--- src/rtl/hazard_sb.sv ---
// ---------------------------------------------------------------------------
// hazard_sb -- pipeline hazard unit with a latency scoreboard.
//
// Generates stall/flush controls for a five-stage F/D/E/M/W pipeline, selects
// operand forwarding sources for the E stage, and tracks long-latency
// producers (e.g. divider/multiplier results) in a per-register scoreboard.
//
// Ports
//   clk, rst                      clock, synchronous active-high reset
//   i_stall, d_stall              memory stall requests
//   div_stallE, mult_stallE       multi-cycle unit stall requests
//   rsD, rtD, rsE, rtE            source register indices in D and E
//   reg_write_enD/reg_writeD      destination of the instruction in D
//   lat_opD, lat_valD             D holds a long-latency producer / its latency
//   reg_write_en{E,M,W}           destination write enables in E/M/W
//   reg_write{E,M,W}              destination indices in E/M/W
//   loadE, loadM                  E/M instruction is a load
//   flush_pred_failedM            branch mispredict resolved in M
//   flush_exceptionM              exception taken in M
//   longest_stall                 OR of all stall requests
//   stall{F,D,E,M,W}              per-stage stall
//   flush{F,D,E,M,W}              per-stage flush
//   forward_aE, forward_bE        00 regfile, 01 from M, 10 from W
//   sb_busy                       scoreboard busy bits (bit 0 always 0)
// ---------------------------------------------------------------------------
module hazard_sb #(
  parameter int NREG       = 32,
  parameter int AW         = 5,
  parameter int LW         = 3,
  parameter bit FWD_LOAD_M = 1'b0
) (
  input  logic            clk,
  input  logic            rst,
  input  logic            i_stall,
  input  logic            d_stall,
  input  logic            div_stallE,
  input  logic            mult_stallE,
  input  logic [AW-1:0]   rsD,
  input  logic [AW-1:0]   rtD,
  input  logic [AW-1:0]   rsE,
  input  logic [AW-1:0]   rtE,
  input  logic            reg_write_enD,
  input  logic [AW-1:0]   reg_writeD,
  input  logic            lat_opD,
  input  logic [LW-1:0]   lat_valD,
  input  logic            reg_write_enE,
  input  logic [AW-1:0]   reg_writeE,
  input  logic            reg_write_enM,
  input  logic [AW-1:0]   reg_writeM,
  input  logic            reg_write_enW,
  input  logic [AW-1:0]   reg_writeW,
  input  logic            loadE,
  input  logic            loadM,
  input  logic            flush_pred_failedM,
  input  logic            flush_exceptionM,
  output logic            longest_stall,
  output logic            stallF,
  output logic            stallD,
  output logic            stallE,
  output logic            stallM,
  output logic            stallW,
  output logic            flushF,
  output logic            flushD,
  output logic            flushE,
  output logic            flushM,
  output logic            flushW,
  output logic [1:0]      forward_aE,
  output logic [1:0]      forward_bE,
  output logic [NREG-1:0] sb_busy
);

  localparam logic [LW-1:0] CNT_ONE = LW'(1);

  logic            ld_haz_e;
  logic            ld_haz_m;
  logic            ld_hazD;
  logic            sb_hazD;
  logic            hazD;
  logic            alloc;
  logic            pending_redirect_reg;
  logic            pending_redirect_next;
  logic [NREG-1:0] busy_vec;

  // Forwarding source for one E-stage operand. A load still in M can only
  // be forwarded from M when the memory returns data early enough.
  function automatic logic [1:0] fwd_sel(input logic [AW-1:0] src);
    logic [1:0] sel;
    sel = 2'b00;
    if (src != '0 && reg_write_enM && src == reg_writeM && (FWD_LOAD_M || !loadM))
      sel = 2'b01;
    else if (src != '0 && reg_write_enW && src == reg_writeW)
      sel = 2'b10;
    return sel;
  endfunction

  assign forward_aE = fwd_sel(rsE);
  assign forward_bE = fwd_sel(rtE);

  assign longest_stall = i_stall | d_stall | div_stallE | mult_stallE;

  // Load-use: the consumer in D must wait until the load data is forwardable.
  assign ld_haz_e = loadE && reg_write_enE && (reg_writeE != '0) &&
                    ((reg_writeE == rsD) || (reg_writeE == rtD));
  assign ld_haz_m = !FWD_LOAD_M && loadM && reg_write_enM && (reg_writeM != '0) &&
                    ((reg_writeM == rsD) || (reg_writeM == rtD));
  assign ld_hazD  = ld_haz_e | ld_haz_m;

  assign sb_hazD = ((rsD != '0) && busy_vec[rsD]) || ((rtD != '0) && busy_vec[rtD]);

  // A flush from M squashes the D instruction anyway, so it must not stall.
  assign hazD = (ld_hazD | sb_hazD) & ~flush_exceptionM & ~flush_pred_failedM;

  assign stallF = longest_stall | hazD;
  assign stallD = longest_stall | hazD;
  assign stallE = longest_stall;
  assign stallM = longest_stall;
  assign stallW = longest_stall;

  assign flushF = 1'b0;
  assign flushD = flush_exceptionM;
  assign flushE = flush_exceptionM |
                  ((flush_pred_failedM | pending_redirect_reg | hazD) & ~longest_stall);
  assign flushM = flush_exceptionM;
  assign flushW = 1'b0;

  // Allocation happens only when the D instruction actually advances.
  assign alloc = !stallD && !flush_exceptionM && lat_opD && reg_write_enD &&
                 (reg_writeD != '0) && (lat_valD != '0);

  // A mispredict seen while the pipe is frozen is remembered so the E flush
  // lands on the first cycle the pipe moves again.
  always_comb begin
    pending_redirect_next = 1'b0;
    if (flush_exceptionM)
      pending_redirect_next = 1'b0;
    else if (longest_stall)
      pending_redirect_next = pending_redirect_reg | flush_pred_failedM;
  end

  always_ff @(posedge clk) begin
    if (rst)
      pending_redirect_reg <= 1'b0;
    else
      pending_redirect_reg <= pending_redirect_next;
  end

  // Per-register scoreboard entry: busy flag plus remaining-latency counter.
  genvar gi;
  generate
    for (gi = 0; gi < NREG; gi++) begin : g_sb
      if (gi == 0) begin : g_zero
        assign busy_vec[gi] = 1'b0;
      end else begin : g_entry
        localparam logic [AW-1:0] IDX = AW'(gi);
        logic          busy_reg;
        logic [LW-1:0] cnt_reg;

        always_ff @(posedge clk) begin
          if (rst) begin
            busy_reg <= 1'b0;
            cnt_reg  <= '0;
          end else if (flush_exceptionM) begin
            busy_reg <= 1'b0;
            cnt_reg  <= '0;
          end else if (alloc && (reg_writeD == IDX)) begin
            // Newer writer replaces any outstanding one.
            busy_reg <= 1'b1;
            cnt_reg  <= lat_valD;
          end else if (!longest_stall && busy_reg) begin
            if (cnt_reg == CNT_ONE) begin
              busy_reg <= 1'b0;
              cnt_reg  <= '0;
            end else begin
              cnt_reg  <= cnt_reg - CNT_ONE;
            end
          end
        end

        assign busy_vec[gi] = busy_reg;
      end
    end
  endgenerate

  assign sb_busy = busy_vec;

endmodule

--- config.mk ---
export PLATFORM = sky130hd
export DESIGN_NAME = hazard_sb
export DESIGN_NICKNAME = d
export VERILOG_FILES = /design/src/rtl/hazard_sb.sv
export SDC_FILE = /design/constraint.sdc
export NUM_CORES = 1
export LEC_CHECK = 0
export CORE_UTILIZATION = 52
export DETAILED_ROUTE_END_ITERATION = 7
export GPL_TIMING_DRIVEN = 0
export PLACE_DENSITY = 0.83
export SETUP_SLACK_MARGIN = 0.4
export SLEW_MARGIN = 20
export SYNTH_ARGS = -nofsm -noshare
export SYNTH_HDL_FRONTEND = slang
export SYNTH_SLANG_ARGS = --single-unit
--- constraint.sdc ---
create_clock -name clk -period 3.2 [get_ports clk]
set_clock_uncertainty 0.1 [all_clocks]
set_input_delay 0.64 -clock clk [delete_from_list [all_inputs] [get_ports clk]]
set_output_delay 0.64 -clock clk [all_outputs]
set_load 0.03 [all_outputs]
==> results.cfg, run 1 <==
; physical design summary
[placement]
dp_cells = 1386

[critical_path]
slowest_stage = mux4_2
endpoint = stallF
critical_path_depth = 10
crit_type = in2out

[sta]
tightest_slew_ps = 1370
hold_viol_final = 0
postLayoutSetupSlackWorst_ps = -276
fin_setup_tns_ps = -693
finalSetupViolCount = 3

[clock_network]
hold_buffers = 0
cts-root-buf = clkbuf_16
post_cts_resized = 161

[synthesis]
flop_cell = dfxtp_1
top_cell = nand2_1
yosysSeqAreaShare = 0.284

[floorplanning]
die_height_um = 132

[layout]
layoutNonFillerInstCount = 1438
drive_above_1_share = 0.190

[drt]
finalWirelength_um = 27700
wire_per_inst_um = 19.2
drt-initial-drc-count = 932
vias = 8768

[pwr]
pg_seq_w = 0.00156
p_int_w = 0.00289

[global_route]
grt_pass1_wl_um = 41800

[outcome]
status = finished, violations left
violations = setup timing
[run 1: cell families (layout without fill, tap and decap cells)]
group,count (synthesis),count (layout),share of synthesized area
AND-OR/OR-AND,170,170,0.117
XOR/XNOR,40,40,0.0398
buffers and inverters,163,306,0.0902
flip-flops,125,125,0.284
adder cells (fa/ha/maj),62,62,0.0882
other,1,3,0.000426
multiplexers,131,131,0.166
AND/OR/NAND/NOR,381,381,0.214
[run 1: cell type report]
cell class                 instances  area (µm²)
multi-input combinational        787        5980
timing repair buffer             113        1110
fill                            1152        5210
clock buffer                      22         464
inverter                          66         250
sequential                       125        2510
tap                              220         275
buffer                            97         639
clock inverter                     8        92.6
[run 1: cell usage in the layout (no fill, tap or decap), drive strengths merged, types with 18 or more instances in the layout]
| master | Yosys | layout |
|---|---|---|
| clkdlybuf4s50 | 0 | 59 |
| nor2 | 29 | 29 |
| mux2 | 18 | 18 |
| buf | 56 | 92 |
| a21oi | 65 | 65 |
| ha | 62 | 62 |
| xnor2 | 26 | 26 |
| o21ai | 50 | 50 |
| nand2 | 167 | 167 |
| nand3 | 70 | 70 |
| nor2b | 26 | 26 |
| a21o | 25 | 25 |
| mux2i | 103 | 103 |
| inv | 66 | 66 |
| nor3 | 32 | 32 |
| dfxtp | 125 | 125 |
| clkbuf | 41 | 65 |
[run 1: through the flow]
stage	instance area, µm²	util
finish	11300	0.685
global route	11300	0.685
CTS	10900	0.661
detailed placement	10100	0.611
global placement	10100	0.611
floorplan	8910	-
[run 1: per-layer routing]
layer | GRT usage | wire (µm) | vias to the layer above
met5 | 0 | 0 | -
met4 | 0.145 | 1380 | 0
met3 | 0.0631 | 2880 | 144
met2 | 0.531 | 13000 | 571
met1 | 0.359 | 10400 | 4126
li1 | - | - | 3927
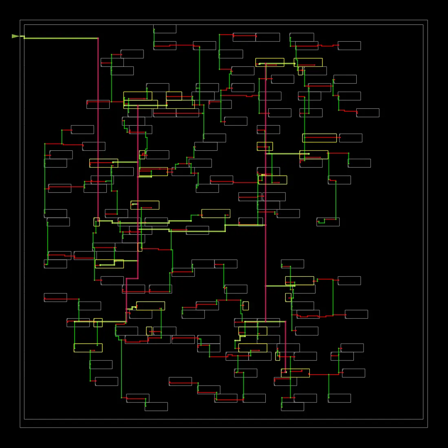
(run_1/clock_nets.png)
clock sink count: 125
Clk. pwr: 0.00187 W
total CTS buffers: 17
flop count: 125
Clock buffer cells: 22

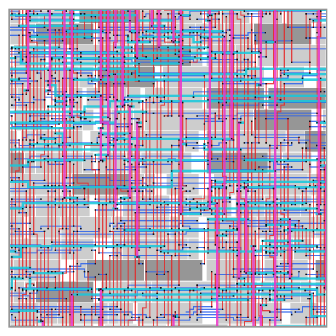
(run_1/closeup.png)
Region (46, 46) to (86, 86) µm. Cells in grey, sequential cells in the stronger grey; small squares are vias.
| layer | colour |
|---|---|
| M3 | cyan |
| M2 | red |
| M4 | magenta |
| M1 | blue |
most frequent: mux2i_1 (21), nand2_1 (13), dfxtp_1 (12)
cells with their middle in the window: 149
sequential cells in the window: 13
netlist names of flops here include: g_sb.g_entry.cnt_reg (9), g_sb.g_entry.busy_reg (4)

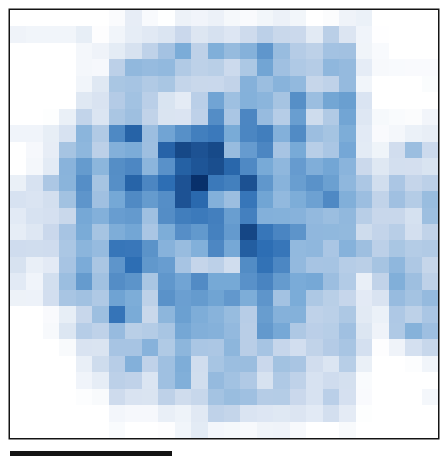
(run_1/route_heat.png)
Bar = 50 µm. The die is cut into 26 by 26 equal tiles; white is low, dark blue is high, scaled to the fullest tile. Values are wire area over tile area, all layers added.
mean over tiles: 0.27
densest ninth of the die: middle
tiles over half the peak: 18%
nearly empty tiles: 16%
fullest tile: 0.94

==> run_1/m3.png <==
Cells faint in the background.
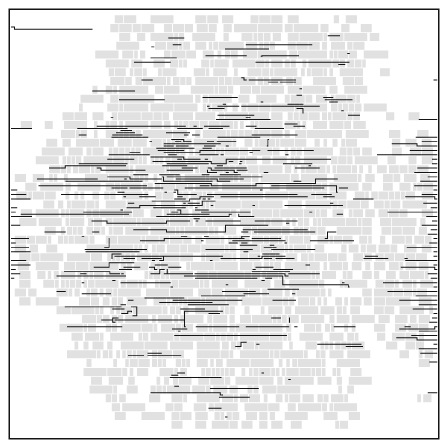

==> run 1 -> run 2 <==
--- a/config.mk
+++ b/config.mk
@@ -10,6 +10,7 @@
 export GPL_TIMING_DRIVEN = 0
 export PLACE_DENSITY = 0.83
 export SETUP_SLACK_MARGIN = 0.4
+export SKIP_LAST_GASP = 1
 export SLEW_MARGIN = 20
 export SYNTH_ARGS = -nofsm -noshare
 export SYNTH_HDL_FRONTEND = slang
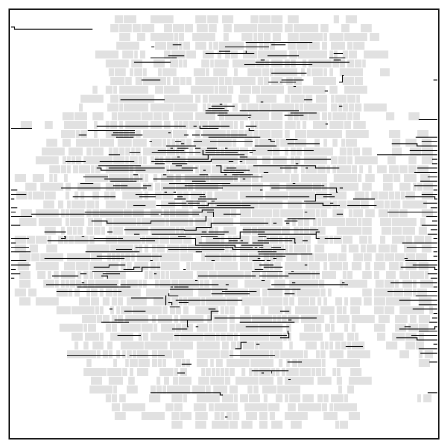
(run_2/m3.png)
Cells faint in the background.
share of all routed wire: 10%
wire length on this layer: 2790 µm

==> results.cfg, run 2 <==
; physical design summary
[outcome]
status = finished, violations left
violations = setup timing

[global_route]
grt_pass1_wl_um = 41800
grt_most_used_layer = met2
use_met3 = 0.0631
grt_util_met1 = 0.359
grtUsageMet2 = 0.531

[placement]
dpl_cell_area_um2 = 10100

[layout]
lay_top_cells = nand2_1, dfxtp_1, mux2i_1
final_cell_area_um2 = 11300
drive_above_1_share = 0.190

[drt]
drt-initial-drc-count = 967
wl_met1_um = 10500
vias = 8749
wl_met2_um = 13100
top_layer_used = met4

[clock_network]
numCtsBuffers = 17
clkSinkCount = 125
post_cts_resized = 161
cts-root-buf = clkbuf_16

[sta]
tightest_slew_ps = 1370
postLayoutSetupSlackWorst_ps = -296
hold_viol_final = 0
finalSetupViolCount = 3

[synthesis]
top_cell = nand2_1
flop_cell = dfxtp_1

[pwr]
power_clock_w = 0.00187
p_int_w = 0.00289

[critical_path]
crit_type = in2out
==> run 2: cell count changes in the layout (fill, tap and decap cells not counted) <==
cell,delta
a21oi_1,+1
a21oi_2,-1
==> run 2: cells by family after synthesis <==
family	after synthesis	synth area share
simple gates	381	0.214
compound gates	170	0.117
buf+inv	163	0.0902
mux	131	0.166
flops	125	0.284
fa+ha+maj	62	0.0882
xor+xnor	40	0.0398
other cells	1	0.000426
==> run 2: layout make-up <==
class / instances / area (µm²) / area share
Multi-Input combinational cell: 787 / 5970 / 0.528
Sequential cell: 125 / 2510 / 0.222
Timing Repair Buffer: 113 / 1110 / 0.0980
Buffer: 97 / 639 / 0.0565
Clock buffer: 22 / 464 / 0.0410
Tap cell: 220 / 275 / 0.0243
Inverter: 66 / 250 / 0.0221
Clock inverter: 8 / 92.6 / 0.00818
==> run 2: final timing paths <==
kind	startpoint	endpoint	slack (ps)	cells past startpoint
worst max-delay path	rsD[0]	stallF	-300	10
worst min-delay path	g_sb[1].g_entry.busy_reg	g_sb[1].g_entry.busy_reg	450	2
worst max register to register	g_sb[20].g_entry.busy_reg	g_sb[28].g_entry.cnt_reg[2]	300	9
worst min register to register	g_sb[1].g_entry.busy_reg	g_sb[1].g_entry.busy_reg	450	2
==> run 2: metrics by stage <==
| stage | setup TNS [ps] | utilization | hold WS [ps] | setup slack [ps] |
|---|---|---|---|---|
| 2_1_floorplan | -74.8 | - | 389 | -74.8 |
| 4_1_cts | -513 | 0.661 | 428 | -243 |
| 3_5_place_dp | -81790 | 0.611 | 420 | -1810 |
| 5_1_grt | -784 | 0.685 | 473 | -299 |
| 6_report | -733 | 0.685 | 452 | -296 |
| 3_3_place_gp | -79650 | 0.611 | 411 | -1810 |
==> run_2/clock_wires.png <==
Bar = 50 µm.
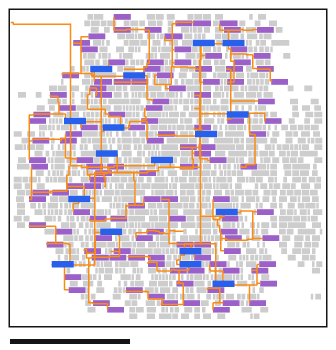

==> run 2 -> run 3 <==
--- a/config.mk
+++ b/config.mk
@@ -5,10 +5,10 @@
 export SDC_FILE = /design/constraint.sdc
 export NUM_CORES = 1
 export LEC_CHECK = 0
-export CORE_UTILIZATION = 52
+export CORE_UTILIZATION = 57
 export DETAILED_ROUTE_END_ITERATION = 7
 export GPL_TIMING_DRIVEN = 0
-export PLACE_DENSITY = 0.83
+export PLACE_DENSITY = 0.86
 export SETUP_SLACK_MARGIN = 0.4
 export SKIP_LAST_GASP = 1
 export SLEW_MARGIN = 20
==> constraint.sdc (replaced) <==
create_clock -name clk -period 3.25 [get_ports clk]
set_clock_uncertainty 0.1 [all_clocks]
set_input_delay 0.65 -clock clk [delete_from_list [all_inputs] [get_ports clk]]
set_output_delay 0.65 -clock clk [all_outputs]
set_load 0.03 [all_outputs]
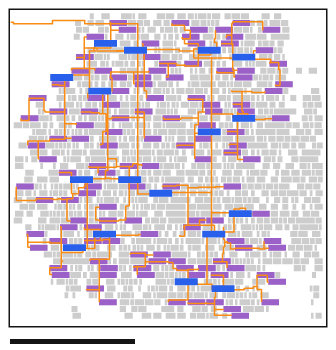
(run_3/clock_wires.png)
Bar = 50 µm.
[clock-net drivers] blue | count: 17
[flip-flops] purple | count: 125
[clock wires] orange | length: 1660 µm
routed clock nets: 18
Clk. pwr: 0.00195 W
Clock Power Share: 0.503
Latency at later pin: 430 ps

==> results.cfg, run 3 <==
; physical design summary
[outcome]
status = finished, violations left
violations = setup timing

[layout]
combGateArea_um2 = 5820
drive_above_1_share = 0.178
lay_top_cells = nand2_1, dfxtp_1, mux2i_1

[synthesis]
simple_gate_share = 0.214
xor_share = 0.0398
top_cell = nand2_1
mux_share = 0.166

[min_path]
min_to = g_sb[1].g_entry.busy_reg
worstHoldPathCells = 2
worstHoldStart = g_sb[1].g_entry.busy_reg

[sta]
hold_viol_final = 0
postLayoutSetupSlackWorst_ps = -241
fin_setup_tns_ps = -558
finalSetupViolCount = 3

[critical_path]
crit_start = rsD[0]
endpoint = stallF

[clock_network]
numCtsBuffers = 17
post_cts_resized = 121

[drt]
drt-initial-drc-count = 911
## run 3: per-stage QoR
step | hold slack, ps | std cells | instance area (µm²) | worst slack [ps] | utilization
CTS | 418 | 1397 | 10800 | -216 | 0.714
floorplan | 389 | 1075 | 8910 | -44.8 | -
finish | 444 | 1404 | 11000 | -241 | 0.729
global route | 472 | 1404 | 11000 | -269 | 0.729
detailed placement | 411 | 1354 | 10100 | -1770 | 0.664
global placement | 408 | 1354 | 10100 | -1740 | 0.664
## run 3: power groups by stage
stage	clock network, W	registers [W]	logic, W
2_1_floorplan	0	0.00157	0.000193
3_3_place_gp	0	0.00157	0.000346
3_5_place_dp	0	0.00157	0.000350
4_1_cts	0.00194	0.00153	0.000362
5_1_grt	0.00202	0.00153	0.000400
6_report	0.00195	0.00153	0.000387
## run 3: worst register-to-register path, cell delays in order, from the launching register on
cell	delay [ps]
dfxtp_1	410
mux4_2	520
mux2_4	280
a32o_2	270
o31ai_4	340
buf_6	170
buf_4	240
nand3_2	200
mux2i_1	170
## run 3: final cells by class
cell class | instances | area share
clock buffers | 26 | 0.0479
well taps | 188 | 0.0213
inverters | 66 | 0.0227
plain buffers | 97 | 0.0558
multi-input cells | 787 | 0.527
flip-flops and latches | 125 | 0.227
clock inverters | 5 | 0.00702
repair buffers | 110 | 0.0916
## run 3: layer usage
metal  part of all wire  global-route usage  vias to the layer above
met4              0.042               0.178                        0
met3               0.10              0.0671                      107
li1                   -                   -                     3937
met1               0.38               0.398                     4032
met2               0.47               0.564                      535
met5                  0                   0                        -
## run 3: cell families (layout without fill, tap and decap cells)
logic type	Yosys count	count (layout)
multiplexers	131	131
other	1	3
AND-OR/OR-AND	170	170
AND/OR/NAND/NOR	381	381
adder cells (fa/ha/maj)	62	62
buffers and inverters	163	304
flip-flops	125	125
XOR/XNOR	40	40
Power and IR drop assume default switching activity.
